Figure 1. Placement view.
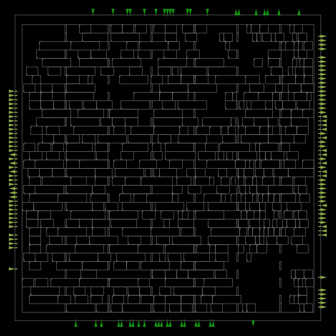
Figure 2. Metal 4.
Supply wires on this layer in grey. Cells faint in the background.
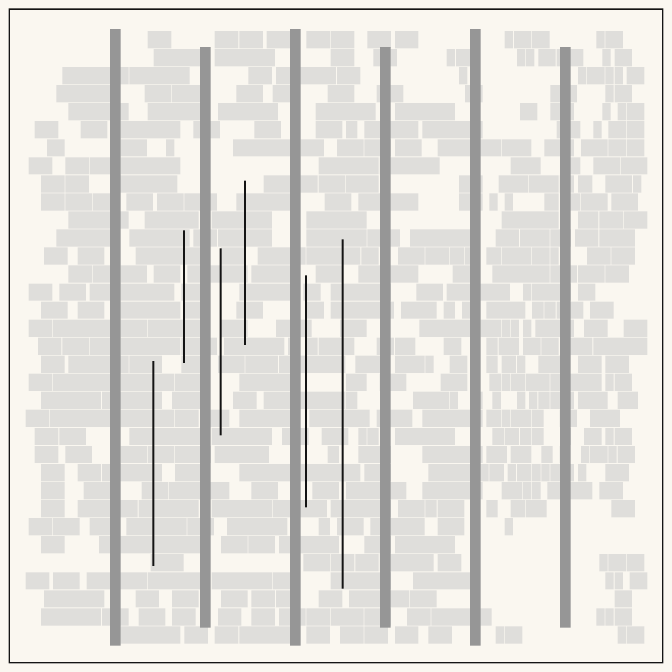
--- src/rtl/mem_fifo_loader_if.sv ---
// Avalon-MM read-master and FIFO-write bundle of the matrix-vector fill engine.
interface mem_fifo_loader_if #(
  parameter int NUM_ROWS = 8,
  parameter int ADDR_W   = 32,
  parameter int DATA_W   = 64
);
  logic [ADDR_W-1:0]   avm_address;
  logic                avm_read;
  logic                avm_waitrequest;
  logic [DATA_W-1:0]   avm_readdata;
  logic                avm_readdatavalid;
  logic [NUM_ROWS:0]   fifo_full;
  logic [NUM_ROWS:0]   fifo_sel;
  logic [7:0]          fifo_wdata;

  modport master (
    output avm_address, avm_read, fifo_sel, fifo_wdata,
    input  avm_waitrequest, avm_readdata, avm_readdatavalid, fifo_full
  );

  modport slave (
    input  avm_address, avm_read, fifo_sel, fifo_wdata,
    output avm_waitrequest, avm_readdata, avm_readdatavalid, fifo_full
  );
endinterface

--- src/rtl/mem_fifo_loader.sv ---
// Fill engine: reads NUM_ROWS+1 words over Avalon-MM, writes their bytes MSB-first, one per cycle, to the
// one-hot selected FIFO, stalling on that FIFO's full. Read timeout / ERR state only with `LOADER_TIMEOUT_EN.
module mem_fifo_loader #(
  parameter int                NUM_ROWS  = 8,
  parameter int                ADDR_W    = 32,
  parameter int                DATA_W    = 64,
  parameter logic [ADDR_W-1:0] BASE_ADDR = '0,
  parameter int                TIMEOUT   = 1024
) (
  input  logic              clk,
  input  logic              rst_n,
  input  logic              fill_i,
  input  logic              clr_i,
  output logic              busy_o,
  output logic              done_o,
  output logic              err_o,
  mem_fifo_loader_if.master bus
);
  localparam int NSEL   = NUM_ROWS + 1;
  localparam int BPW    = DATA_W / 8;
  localparam int WIDX_W = $clog2(NSEL);
  localparam int BIDX_W = (BPW > 1) ? $clog2(BPW) : 1;

  if ((DATA_W % 8) != 0 || DATA_W < 8 || NUM_ROWS < 1 || TIMEOUT < 1) begin : g_param_check
    $error("mem_fifo_loader: unsupported parameter set");
  end

  typedef enum logic [2:0] {
    S_IDLE, S_REQ, S_WAIT, S_UNPACK, S_DONE, S_FLUSH
`ifdef LOADER_TIMEOUT_EN
    , S_ERR
`endif
  } state_e;

  state_e              state_q, state_d;
  logic [WIDX_W-1:0]   word_idx_q, word_idx_d;
  logic [BIDX_W-1:0]   byte_idx_q, byte_idx_d;
  logic [DATA_W-1:0]   word_q, word_d;
  logic [ADDR_W-1:0]   addr_q, addr_d;
  logic [NSEL-1:0]     fifo_sel_c;
  logic                avm_read_c;

  logic [BPW-1:0][7:0] word_bytes;
  logic [BIDX_W-1:0]   byte_pos;
  logic                tgt_full;

  assign word_bytes = word_q;
  assign byte_pos   = BIDX_W'(BPW - 1) - byte_idx_q;
  assign tgt_full   = bus.fifo_full[word_idx_q];

`ifdef LOADER_TIMEOUT_EN
  localparam int TMO_W = $clog2(TIMEOUT + 1);
  logic [TMO_W-1:0] tmo_q, tmo_d;
  logic             err_q, err_d;
  logic             tmo_hit;
  assign tmo_hit = (tmo_q == TMO_W'(TIMEOUT - 1));
`endif

  always_comb begin
    state_d    = state_q;
    word_idx_d = word_idx_q;
    byte_idx_d = byte_idx_q;
    word_d     = word_q;
    addr_d     = addr_q;
    fifo_sel_c = '0;
    avm_read_c = 1'b0;
`ifdef LOADER_TIMEOUT_EN
    err_d = err_q;
    // Counts consecutive WAIT/FLUSH cycles without returning data.
    if (state_q == S_WAIT || state_q == S_FLUSH)
      tmo_d = bus.avm_readdatavalid ? '0 : tmo_q + TMO_W'(1);
    else
      tmo_d = '0;
`endif
    case (state_q)
      S_IDLE: begin
        if (fill_i && !clr_i) begin
          state_d    = S_REQ;
          word_idx_d = '0;
          addr_d     = BASE_ADDR;
        end
      end
      S_REQ: begin
        avm_read_c = 1'b1;
        if (clr_i)                     state_d = S_IDLE;
        else if (!bus.avm_waitrequest) state_d = S_WAIT;
      end
      S_WAIT: begin
        if (bus.avm_readdatavalid) begin
          // Data arriving together with the abort leaves nothing outstanding to flush.
          if (clr_i) state_d = S_IDLE;
          else begin
            state_d    = S_UNPACK;
            word_d     = bus.avm_readdata;
            byte_idx_d = '0;
          end
        end else if (clr_i) begin
          state_d = S_FLUSH;
        end
`ifdef LOADER_TIMEOUT_EN
        else if (tmo_hit) begin
          state_d = S_ERR;
          err_d   = 1'b1;
        end
`endif
      end
      S_UNPACK: begin
        if (!tgt_full) fifo_sel_c = NSEL'(1) << word_idx_q;
        if (clr_i) begin
          state_d = S_IDLE;
        end else if (!tgt_full) begin
          if (byte_idx_q == BIDX_W'(BPW - 1)) begin
            if (word_idx_q == WIDX_W'(NUM_ROWS)) begin
              state_d = S_DONE;
            end else begin
              state_d    = S_REQ;
              word_idx_d = word_idx_q + WIDX_W'(1);
              addr_d     = BASE_ADDR + ADDR_W'(word_idx_q) + ADDR_W'(1);
            end
          end else begin
            byte_idx_d = byte_idx_q + BIDX_W'(1);
          end
        end
      end
      S_DONE:  state_d = S_IDLE;
      S_FLUSH: begin
        if (bus.avm_readdatavalid) state_d = S_IDLE;
`ifdef LOADER_TIMEOUT_EN
        else if (tmo_hit)          state_d = S_IDLE;
`endif
      end
`ifdef LOADER_TIMEOUT_EN
      S_ERR: begin
        if (clr_i) begin
          state_d = S_IDLE;
          err_d   = 1'b0;
        end else if (fill_i) begin
          state_d    = S_REQ;
          word_idx_d = '0;
          addr_d     = BASE_ADDR;
          err_d      = 1'b0;
        end
      end
`endif
      default: state_d = S_IDLE;
    endcase
  end

  always_ff @(posedge clk or negedge rst_n) begin
    if (!rst_n) begin
      state_q    <= S_IDLE;
      word_idx_q <= '0;
      byte_idx_q <= '0;
      word_q     <= '0;
      addr_q     <= '0;
`ifdef LOADER_TIMEOUT_EN
      tmo_q      <= '0;
      err_q      <= 1'b0;
`endif
    end else begin
      state_q    <= state_d;
      word_idx_q <= word_idx_d;
      byte_idx_q <= byte_idx_d;
      word_q     <= word_d;
      addr_q     <= addr_d;
`ifdef LOADER_TIMEOUT_EN
      tmo_q      <= tmo_d;
      err_q      <= err_d;
`endif
    end
  end

  assign bus.avm_address = addr_q;
  assign bus.avm_read    = avm_read_c;
  assign bus.fifo_sel    = fifo_sel_c;
  assign bus.fifo_wdata  = word_bytes[byte_pos];
  assign busy_o = (state_q == S_REQ) || (state_q == S_WAIT) || (state_q == S_UNPACK) ||
                  (state_q == S_DONE) || (state_q == S_FLUSH);
  assign done_o = (state_q == S_DONE);
`ifdef LOADER_TIMEOUT_EN
  assign err_o = err_q;
`else
  assign err_o = 1'b0;
`endif
endmodule

--- src/flat_wrapper.sv ---
// flat-port wrapper written by rule: the top's interface ports become plain ports
module mem_fifo_loader_flat 
#(
  parameter int                NUM_ROWS  = 8,
  parameter int                ADDR_W    = 32,
  parameter int                DATA_W    = 64,
  parameter logic [ADDR_W-1:0] BASE_ADDR = '0,
  parameter int                TIMEOUT   = 1024
)
  (clk, rst_n, fill_i, clr_i, busy_o, done_o, err_o, bus_avm_address, bus_avm_read, bus_fifo_sel, bus_fifo_wdata, bus_avm_waitrequest, bus_avm_readdata, bus_avm_readdatavalid, bus_fifo_full);
  mem_fifo_loader_if #(.NUM_ROWS(NUM_ROWS), .ADDR_W(ADDR_W), .DATA_W(DATA_W)) bus_i ();
  input  logic clk;
  input  logic rst_n;
  input  logic fill_i;
  input  logic clr_i;
  output logic busy_o;
  output logic done_o;
  output logic err_o;
  output wire logic [$bits(bus_i.avm_address)-1:0] bus_avm_address;
  output wire logic [$bits(bus_i.avm_read)-1:0] bus_avm_read;
  output wire logic [$bits(bus_i.fifo_sel)-1:0] bus_fifo_sel;
  output wire logic [$bits(bus_i.fifo_wdata)-1:0] bus_fifo_wdata;
  input wire logic [$bits(bus_i.avm_waitrequest)-1:0] bus_avm_waitrequest;
  input wire logic [$bits(bus_i.avm_readdata)-1:0] bus_avm_readdata;
  input wire logic [$bits(bus_i.avm_readdatavalid)-1:0] bus_avm_readdatavalid;
  input wire logic [$bits(bus_i.fifo_full)-1:0] bus_fifo_full;
  assign bus_avm_address = bus_i.avm_address;
  assign bus_avm_read = bus_i.avm_read;
  assign bus_fifo_sel = bus_i.fifo_sel;
  assign bus_fifo_wdata = bus_i.fifo_wdata;
  assign bus_i.avm_waitrequest = bus_avm_waitrequest;
  assign bus_i.avm_readdata = bus_avm_readdata;
  assign bus_i.avm_readdatavalid = bus_avm_readdatavalid;
  assign bus_i.fifo_full = bus_fifo_full;
  mem_fifo_loader #(.NUM_ROWS(NUM_ROWS), .ADDR_W(ADDR_W), .DATA_W(DATA_W), .BASE_ADDR(BASE_ADDR), .TIMEOUT(TIMEOUT)) u_core (.clk(clk), .rst_n(rst_n), .fill_i(fill_i), .clr_i(clr_i), .busy_o(busy_o), .done_o(done_o), .err_o(err_o), .bus(bus_i));
endmodule
--- config.mk ---
export PLATFORM = sky130hd
export DESIGN_NAME = mem_fifo_loader_flat
export DESIGN_NICKNAME = d
export VERILOG_FILES = /design/src/rtl/mem_fifo_loader_if.sv /design/src/rtl/mem_fifo_loader.sv /design/src/flat_wrapper.sv
export SDC_FILE = /design/constraint.sdc
export NUM_CORES = 1
export LEC_CHECK = 0
export CORE_MARGIN = 2
export CORE_UTILIZATION = 45
export DETAILED_ROUTE_END_ITERATION = 7
export GPL_TIMING_DRIVEN = 0
export HOLD_SLACK_MARGIN = 0.1
export PLACE_DENSITY = 0.77
export SLEW_MARGIN = 10
export SYNTH_ARGS = -nofsm -noshare
export SYNTH_HDL_FRONTEND = slang
export SYNTH_SLANG_ARGS = --single-unit
--- constraint.sdc ---
create_clock -name clk -period 2.47 [get_ports clk]
set_input_delay 0.494 -clock clk [delete_from_list [all_inputs] [get_ports clk]]
set_output_delay 0.494 -clock clk [all_outputs]
set_load 0.03 [all_outputs]
==> reports/notes.md <==
With the placer's final routability congestion estimate at 0.7947, the total clock sinks is 75. Between the synthesized netlist and the finished layout, the area growth was recorded as 44.37%. The placed cell area is 0.005325 mm2. With the share of power burned in registers at 0.364, the final-report setup violation count is 11. Walking the worst path, the cells encountered are clkdlybuf4s50_1 -> mux4_2 -> a21oi_4 -> a31oi_4 -> nor4b_4 -> buf_6. Cell depth of the worst min-delay path: 1.

Per the detail_route report, routed wire per instance is 16.51 um. The category of the most critical setup path was primary input to output pin. The first global-routing pass estimated 15,070 um of wire. The layout contains a multi-input combinational cell count of 203. The worst reg-to-reg path cell count is 6, and the power of the clock network is 1.01 mW. The worst hold slack across all endpoints is 0.5049 ns.

Cell depth of the worst setup path: 6. For the worst setup path, the data arrival time is 2.13 ns. The number of global-route vias before repair came out at 3,144. The most popular library cell in the synthesized design by count was sky130_fd_sc_hd__dfrtp_1. The adder-cell share of the synthesized area was 0.02502; the sequential cell area was 0.001881 mm2. The post-synthesis sequential area ratio is 0.4690, and the async set or reset register ratio after synthesis is 1.000.

The startpoint of the tightest hold check path was u_core.word_bytes[7]. The run gives 0 for the xor and xnor fraction of the mapped netlist area. The register with the most flip-flops in the layout has 64 of them. The run gives 43 for the number of library cell types mapped by synthesis. The group that draws the most power in this run is combinational cells.

The internal power of the cells totals 3.852 mW. The total area of multi-input combinational cells was 0.002016 mm2; the number of pins exceeding their max-slew limit in the final report was 0. Summed over all instances, the cell type with the most area after synthesis is sky130_fd_sc_hd__dfrtp_1. The number of clock buffers added by TritonCTS is 9.

According to the finish report, the design has a final net count of 541. The y dimension of the die came out at 98.30 um. In the routed design, unresolved DRC markers number 0. Detailed routing placed a total of 4551 um of wire on met2. The run gives 2.559 nW as the standby leakage power.

In the layout the commonest cells are 81 x sky130_fd_sc_hd__clkdlybuf4s50_1, 72 x sky130_fd_sc_hd__dfrtp_1, 66 x sky130_fd_sc_hd__mux2_2, 36 x sky130_fd_sc_hd__buf_4, 28 x sky130_fd_sc_hd__conb_1. Grouping non-sequential cells by family puts the most area in multiplexers. The AND-OR/OR-AND share of the synthesized area came out at 0.05097. The post-synth count of flops with an enable pin is 0.

In this run the critical register-to-register path is captured at u_core.byte_idx_q[0]. The effective utilization at floorplan was 0.4611; the final setup TNS was -0.7107 ns. The synthesized instance count was 305. For the combinational group, total power comes out at 2.64 mW.

Power attributed to sequential cells is 2.08 mW. The share of post-route cells with drive strength above 1 came out at 0.4074. Looking at the hold checks, the worst path lands on u_core.word_bytes[7]. The part of the power in combinational logic came out at 0.460.

TritonCTS built the clock tree. Count of tool warnings: 32. Share of final layout cell area taken by clock buffers and inverters: 0.03617.

The busiest metal layer after global routing was met2. Later-pin clock latency in the skew report: 0.35 ns. The die is 98.30 um wide.

In this run the deepest clock path goes through 2 buffers. Per the cell usage report, the commonest logic cell in the layout is sky130_fd_sc_hd__clkdlybuf4s50_1. Looking at the max-slew report, the worst-margin pin has a slew of 0.6471 ns. With the met3 layer wire length in the routed design at 855 um, the number of DRC violations after detailed-routing iteration 0 is 74.

The count of warnings emitted by yosys is 0. Once the clock tree was built, the resizer swapped 132 gates to a different size. Per the post-CTS timing run, clock transition at the registers of the reported paths is 0.07 ns. Counting the clock-network buffers in the layout gives 11. The basic-gate share of the synthesized area counting and, or, nand and nor cells came out at 0.06379. The post-synth register bit count is 75. The logs give 0.5686 for the worst slew margin relative to its limit and 0.009662 mm2 for the chip area. The checks that failed: negative setup slack. Entering global routing, the biggest net connects 62 pins.

The proportion of cell area occupied by registers is 0.3255, and the detailed-routing iteration count for the pre-antenna-repair pass is 4. The tally of max-capacitance violations came out at 0. For reference, the critical path is launched at bus_fifo_full[6]. In this run the register-to-register setup slack is 0.37 ns. Per STA, the worst path accumulates the most delay in the family buffers and inverters.

The synthesis report lists the most area-consuming cells as sky130_fd_sc_hd__dfrtp_1 47%, sky130_fd_sc_hd__mux2_2 21%, sky130_fd_sc_hd__mux4_2 9.6%. The run gives 0.004001 mm2 as the post-synth design cell area. The run gives 0.176 for the clock network fraction of design power. The required time at the worst endpoint is listed as 1.98 ns. The run gives 0 for the initial antenna violation count. The sum of buffers and inverters on the critical path was 2; the average cell area after synthesis was 13.12 um2.

The main flop type is sky130_fd_sc_hd__dfrtp_1. The worst ir drop on vdd is 0.7172 mV. With the share of cell area taken by muxes after synthesis at 0.3089, the deepest level of the CTS H-tree is 3.

Area fraction of the dominant cell type after synthesis: 0.4690. The global-route usage over all layers came out at 0.1992. Routed signal wires occupy layers up through met4. The longest incremental delay of any stage on the critical path is reported as 0.52 ns. The multi-input gate share of total cell area works out to 0.3489.

The flow ran to the end, but the final reports show violations. The run gives 0.004001 mm2 as the area of the synthesized netlist per yosys stat. The worst path setup slack after routing was -0.1566 ns. STA classifies the critical path endpoint as an output pin. After layout, the minimum clock period comes to 2.627 ns. The biggest slice of the area belongs to combinational gates. The tools report the routed metal-1 wirelength as 3766 um. The final antenna diode tally reported by the flow is 0. Setup repair after global routing could not meet its margin everywhere. The run gives 0 for the number of hold-slack violations in the final timing report.

Yosys reports that the most numerous cell types are 75 x sky130_fd_sc_hd__dfrtp_1, 74 x sky130_fd_sc_hd__mux2_2, 28 x sky130_fd_sc_hd__buf_4. During I/O placement, the number of pins put on the boundary was 132. The logs give 1 for the count of hold-fix buffers inserted at cts and 0.06228 for the met3 usage in global routing. The run gives 0.2608 for the buffering overhead.

The met2 track utilization from global routing is 0.3365. STA classifies the critical path startpoint as a primary input. The critical path endpoint was bus_fifo_sel[7].

The analysis attributes to net switching a power of 1.873 mW. For the worst reg-to-reg path, the startpoint reported by OpenROAD is u_core.word_idx_q[0]. Leaving out the clock tree, the finished layout contains an inverter count of 8. In this run, placement finished with an instance count of 544. The net switching fraction of the power is 0.3272. The design draws 5.725 mW. Clock root buffer: sky130_fd_sc_hd__clkbuf_8. Recorded from the global router log, the overflow total was 0.

Non-clock buffers in the final layout number 157. For the maximum clock rate, the log shows 380.7 MHz. Post-CTS timing repair inserted 9 buffers for setup. The run gives 0.006343 ns as the post-route clock skew. Logged for this run, the post-placement worst setup slack is -0.7299 ns. The final clock period utilization by the worst path is 1.063. The worst-path maximum fanout was 3; the estimated wirelength of the detail-placed design was 6718 um.
Back to the opening pictures, Figure 1:
total of fill cells in the finished design: 671
sequential cells: 75
area of the placeable core: 0.008678 mm2
Finished Layout Cells: 567
share of the core filled with cells in the final layout: 0.6657

Back to the opening pictures, Figure 2:
The wires run mostly vertical. The layer carries 190 um of wire. 4 nets have wire on it. The longest straight run is 52.4 um.
total wirelength of the detailed-routed design: 9363 um
vias: 2,894

Power is estimated from default activity; no workload was simulated.
